Run 1, a small window of the routed layout:
Region (18, 35) to (68, 85) microns. Cells in gray, sequential cells in the stronger gray; small squares are vias.
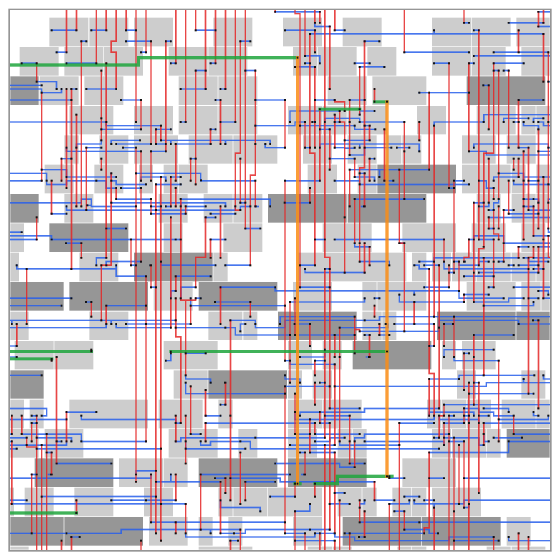
Run 1, placed standard cells:
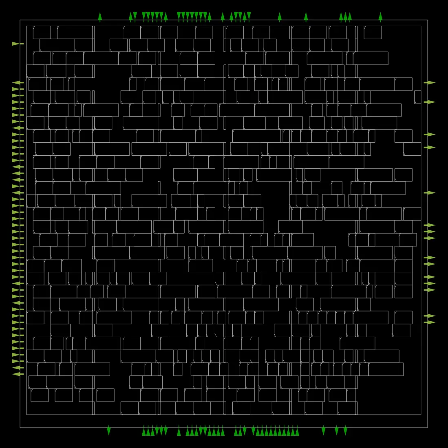
Run 1, floorplan with the power grid:
(6 px per micron) Pins as bars on the die edge.
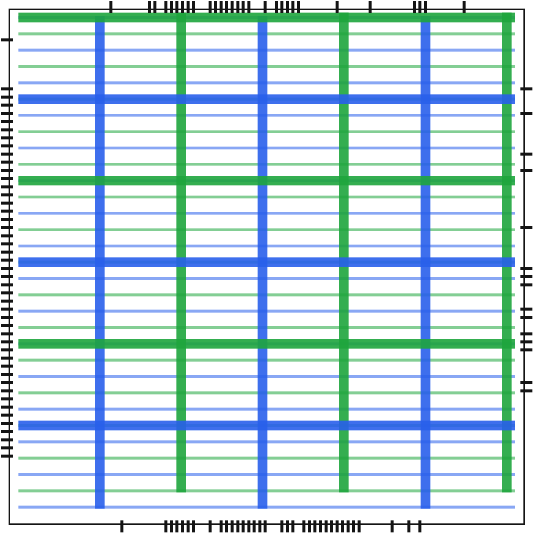
==> config.mk <==
export PLATFORM = sky130hd
export DESIGN_NAME = imem_loader
export DESIGN_NICKNAME = d
export VERILOG_FILES = /design/src/rtl/imem_loader.sv
export SDC_FILE = /design/constraint.sdc
export NUM_CORES = 1
export LEC_CHECK = 0
export CAP_MARGIN = 25
export CORE_UTILIZATION = 43
export CTS_CLUSTER_SIZE = 40
export DETAILED_ROUTE_END_ITERATION = 8
export MAX_ROUTING_LAYER = met4
export PLACE_DENSITY_LB_ADDON = 0.12
export SKIP_LAST_GASP = 1
export SLEW_MARGIN = 5
export SYNTH_ARGS = -nofsm -noshare
export SYNTH_HDL_FRONTEND = slang
export SYNTH_SLANG_ARGS = --single-unit
==> constraint.sdc <==
create_clock -name clk -period 3.4 [get_ports clk]
set_clock_uncertainty 0.05 [all_clocks]
set_input_delay 0.34 -clock clk [delete_from_list [all_inputs] [get_ports clk]]
set_output_delay 0.34 -clock clk [all_outputs]
set_load 0.02 [all_outputs]
==> out/qor.rpt, run 1 <==
RUN STATUS
--------------------------------------------------------------------------------------
Result of the run                                                            completed

LOGIC SYNTHESIS
--------------------------------------------------------------------------------------
Ys flops                                                                            54
Cell with the most instances after synthesis                                   dfxtp_1
Dominant combinational cell family by area after synthesis                AND-OR/OR-AND gates
Gate Count Post-Synth                                                              342
Post-Synthesis Mean Instance Area                                           8.78 sq um
Count of warnings emitted by yosys                                                   0
Synthesized area                                                            3000 sq um
Ranking of synthesized cells by instance count                            dfxtp_1, nand2_1, a21oi_1
Fraction of the mapped netlist area in adder cells                               1.25%
Dominant cell area share                                                         36.0%
Number of standard cells reported by yosys                                         342
Distinct lib cells                                                                  46
Parity-gate share of the synthesized area counting xor and xnor cells            3.79%
Net count entering floorplan                                                       421
Synth area leader                                                              dfxtp_1
Seq/Total Area, Yosys                                                            36.0%
Synth area leaders                                                        dfxtp_1, a21oi_1, o211a_1
AND-OR/OR-AND share of the synthesized area                                      26.1%

FINAL TIMING
--------------------------------------------------------------------------------------
Hold slack final                                                              0.406 ns
Cycle use final                                                                  62.9%
Setup Viol. Count Final                                                              0
Setup Total Neg Slack                                                             0 ns
Crit path setup slack, layout                                                  1.26 ns
Relative slew slack                                                              44.5%
Number of hold violations in the final report                                        0

CRITICAL PATH
--------------------------------------------------------------------------------------
Arrival @ worst endpoint                                                       1.75 ns
Maximum fanout count along the critical path                                         6
Worst Reg-to-Reg Cells                                                               5
FF-to-FF setup slack                                                           1.59 ns
Worst setup path class                                                      reg -> out
Kind of start point of the critical path                                          flop
Worst setup EP type                                                       primary output
WP data required                                                               3.01 ns

WORST HOLD PATH
--------------------------------------------------------------------------------------
Number of cells traversed by the worst hold path                                     2
Min-Delay Path Class                                                        reg -> reg

FINISH
--------------------------------------------------------------------------------------
Growth of design area from synthesis to finish                                   41.9%
Final Cell Area                                                             4260 sq um
Area taken by flip-flops and latches                                        1080 sq um
End-of-flow core utilization                                                     63.1%
Final Net Count                                                                    523
Commonest cells after routing, fill and taps aside                        clkdlybuf4s50_1, dfxtp_1, nand2_1
Most frequent logic cell in the layout                                    clkdlybuf4s50_1
Inserted Diodes                                                                      0
Flip-flop count of the largest register, all copies and words added                 30

ROUTE
--------------------------------------------------------------------------------------
Length of routed met3 wiring                                               386 microns
Remaining routing DRC violations                                                     0
Top layer used by detailed routing                                                met4
Count of nets left with antenna violations after detail routing                      0
Detailed-route wire length                                                     7.52 mm
Initial detailed-routing violation count                                           109
Post-route met1 wirelength                                                     3.37 mm
Routed via count                                                                  2859
Wire length on met2                                                            3.69 mm

GLOBAL ROUTING
--------------------------------------------------------------------------------------
First-pass GRT wire length                                                     12.5 mm
Global route overflow                                                                0
Global routing usage summed across all routing layers                            22.0%
M1 GR Usage                                                                      26.6%
Most heavily used metal layer in global routing                                   met2
Via count of the first global-routing pass                                        2716
Global-route track usage on met2                                                 36.9%

PLACED DESIGN
--------------------------------------------------------------------------------------
Weighted congestion reported at the end of routability-driven placement          0.836
Worst Setup Slack post-DPL                                                     1.11 ns
Port bufs                                                                          123
Post-placement cell area                                                    4170 sq um
Detail Placement HPWL                                                          5.29 mm

CLOCKING
--------------------------------------------------------------------------------------
Clock sink count                                                                    54
Clock buffer depth                                                                   2
Total clock buffers created by CTS                                                   5
Hold-fix buffers at CTS                                                              0
Buffer cell driving the clock tree root                                       clkbuf_8
Clock latency of the later-clocked register in the worst-skew pair             0.30 ns
Post-CTS setup buffers                                                               0
Number of levels in the clock H-tree                                                 2

FLOORPLANNING
--------------------------------------------------------------------------------------
Width of the die                                                          85.6 microns
Chip footprint                                                              7320 sq um
Top Ports                                                                          125
Fraction of the core area occupied by cells at floorplan                         44.4%

POWER
--------------------------------------------------------------------------------------
Power Total                                                                    1.35 mW

FLOW RUN
--------------------------------------------------------------------------------------
Max-cap viol count                                                                   0

Back to the opening pictures, 'a small window of the routed layout':
- M3: green
- M4: orange
- M1: blue
- M2: red
- cells with their middle in the window: 163
- most frequent: clkdlybuf4s50_1 (30), dfxtp_1 (21), nand2_1 (14)
- sequential cells in the window: 21

Back to the opening pictures, 'placed standard cells':
final sequential cell count: 54
filler-free cell count of the finished design: 525
core outline area: 6760 sq um
Fill cells: 605

Back to the opening pictures, 'floorplan with the power grid':
- VSS: blue
- VDD: green
- met1 rails: 31
- met5 straps: 6
- met4 straps: 6
- rows: 30
- signal pins: 125
die outline height: 85.6 microns
peak supply drop: 0.143 mV

run 1: power by group:
group | switching, mW | leakage (nW) | internal (mW)
combinational | 0.141 | 1.18 | 0.175
clock | 0.198 | 0.0482 | 0.165
sequential | 0.0139 | 0.438 | 0.653
run 1: final cells by class:
| type | instances | share of cell area, % |
|---|---|---|
| Clock inverter | 1 | 0.117 |
| Multi-Input combinational cell | 252 | 39.8 |
| Clock buffer | 7 | 2.03 |
| Tap cell | 80 | 2.35 |
| Timing Repair Buffer | 129 | 30.1 |
| Sequential cell | 54 | 25.4 |
| Inverter | 2 | 0.176 |
run 1: critical path: stages (launching register included):
cell	delay, ns
dfxtp_1	0.45
nor2b_1	0.24
nor2b_1	0.16
clkdlybuf4s50_1	0.61
Run 1, signal metal coverage by tile:
(4 px per micron) 17 x 17 tiles, from dark purple (low) to yellow (high), scaled to the fullest tile. Values are wire area over tile area, all layers added.
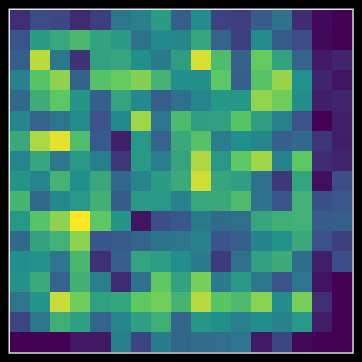

--- run 2 (diff from run 1) ---
--- a/config.mk
+++ b/config.mk
@@ -6,7 +6,7 @@
 export NUM_CORES = 1
 export LEC_CHECK = 0
 export CAP_MARGIN = 25
-export CORE_UTILIZATION = 43
+export CORE_UTILIZATION = 39
 export CTS_CLUSTER_SIZE = 40
 export DETAILED_ROUTE_END_ITERATION = 8
 export MAX_ROUTING_LAYER = met4
==> constraint.sdc (replaced) <==
create_clock -name clk -period 1.75 [get_ports clk]
set_clock_uncertainty 0.05 [all_clocks]
set_input_delay 0.175 -clock clk [delete_from_list [all_inputs] [get_ports clk]]
set_output_delay 0.175 -clock clk [all_outputs]
set_load 0.02 [all_outputs]
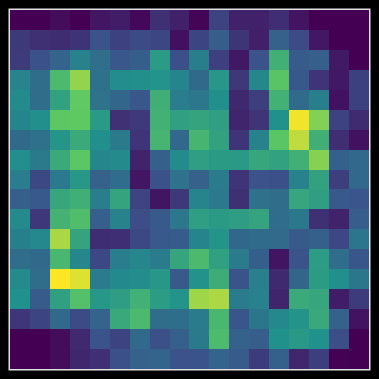
Run 2: signal metal coverage by tile
(4 px per micron) 18 x 18 tiles, from dark purple (low) to yellow (high), scaled to the fullest tile. Values are wire area over tile area, all layers added.
- tiles over half the peak: 26%
- mean over tiles: 0.16
- fullest tile: 0.45
- nearly empty tiles: 5.2%
- emptiest ninth of the die: upper right
global routing usage summed across all routing layers: 21.2%
routed via count: 2932
wire length per cell: 14.5 microns
detailed-route wire length: 8.06 mm

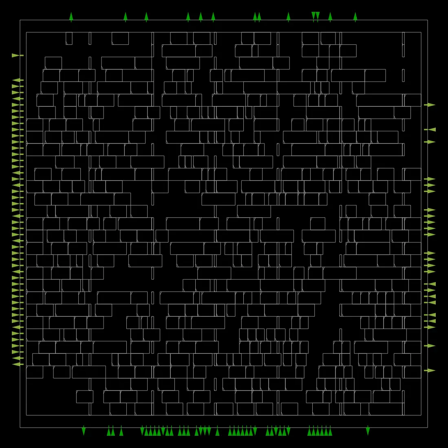
Run 2: placed standard cells
filler-free cell count of the finished design: 556
Seq/total area: 24.5%

==> out/qor.rpt, run 2 <==
RUN STATUS
--------------------------------------------------------------------------------------
Result of the run                                                            completed   unchanged

LOGIC SYNTHESIS
--------------------------------------------------------------------------------------
Ranking of synthesized cells by instance count                            dfxtp_1, nand2_1, a21oi_1   unchanged
Gate Count Post-Synth                                                              342   unchanged
AND-OR/OR-AND share of the synthesized area                                      26.1%   unchanged
Synthesized area                                                            3000 sq um   unchanged
Synth area leaders                                                        dfxtp_1, a21oi_1, o211a_1   unchanged
Ys flops                                                                            54   unchanged
Fraction of the mapped netlist area in adder cells                               1.25%   unchanged
Cell with the most instances after synthesis                                   dfxtp_1   unchanged

PLACED DESIGN
--------------------------------------------------------------------------------------
Port bufs                                                                          123   unchanged
Weighted congestion reported at the end of routability-driven placement          0.819   was 0.836

POWER
--------------------------------------------------------------------------------------
Pint                                                                           2.00 mW   was 993 uW
Logic power comb                                                                655 uW   was 316 uW
Switching part of the total                                                      26.6%   was 26.2%
Power share of the sequential group                                              47.5%   was 49.6%

FINISH
--------------------------------------------------------------------------------------
Non-clock buffers, area share                                                    31.9%   was 30.1%
Fill cells                                                                         670   was 605
Area taken by flip-flops and latches                                        1080 sq um   about the same
Fraction of area in clock buffers and inverters                                  2.37%   was 2.14%
Final Net Count                                                                    535   was 523
Commonest cells after routing, fill and taps aside                        clkdlybuf4s50_1, dfxtp_1, nand2_1   unchanged
Multi-input combinational area share                                             38.3%   was 39.8%

CRITICAL PATH
--------------------------------------------------------------------------------------
Worst stage delay on the critical path                                         0.66 ns   was 0.61 ns
Cell at the slowest stage of the critical path                            clkdlybuf4s50_1   unchanged
Delay-heaviest family, CP                                                 buffers and inverters   unchanged
Worst Reg-to-Reg Cells                                                               5   unchanged
Kind of start point of the critical path                                          flop   unchanged

FLOW RUN
--------------------------------------------------------------------------------------
Max-cap viol count                                                                   0   unchanged

CLOCKING
--------------------------------------------------------------------------------------
Buffer cell driving the clock tree root                                       clkbuf_8   unchanged
Hold-fix buffers at CTS                                                              0   unchanged

FLOORPLANNING
--------------------------------------------------------------------------------------
Total number of tap cells                                                           99   was 80
Core outline area                                                           7330 sq um   was 6760 sq um

ROUTE
--------------------------------------------------------------------------------------
Remaining routing DRC violations                                                     0   unchanged

GLOBAL ROUTING
--------------------------------------------------------------------------------------
Global route overflow                                                                0   unchanged

FINAL TIMING
--------------------------------------------------------------------------------------
Cycle use final                                                                  94.6%

-- run 2: layer usage --
metal  part of all wire (%)  global-route usage [%]  routed length (microns)
met5                      0                       -                        0
met4                    1.3                    5.74                      104
met3                    5.8                    4.57                      470
met2                     49                    36.4                     3920
met1                     44                    24.9                     3570
-- run 2: metrics by stage --
step                instance area, sq um  power [mW]  utilization, %
CTS                                 4430        2.75            60.4
global route                        4430        2.85            60.4
global placement                    4320        1.97            59.0
finish                              4430        2.72            60.4
floorplan                           3000        1.65               -
detailed placement                  4320        1.98            59.0
-- run 2: repair_timing --
item | CTS | global route
endpoints found under the setup margin | 1 | 3
gates resized | 1 | 3
setup buffers | 0 | 0
No activity file was given, so power comes from the tool's default toggle rates.
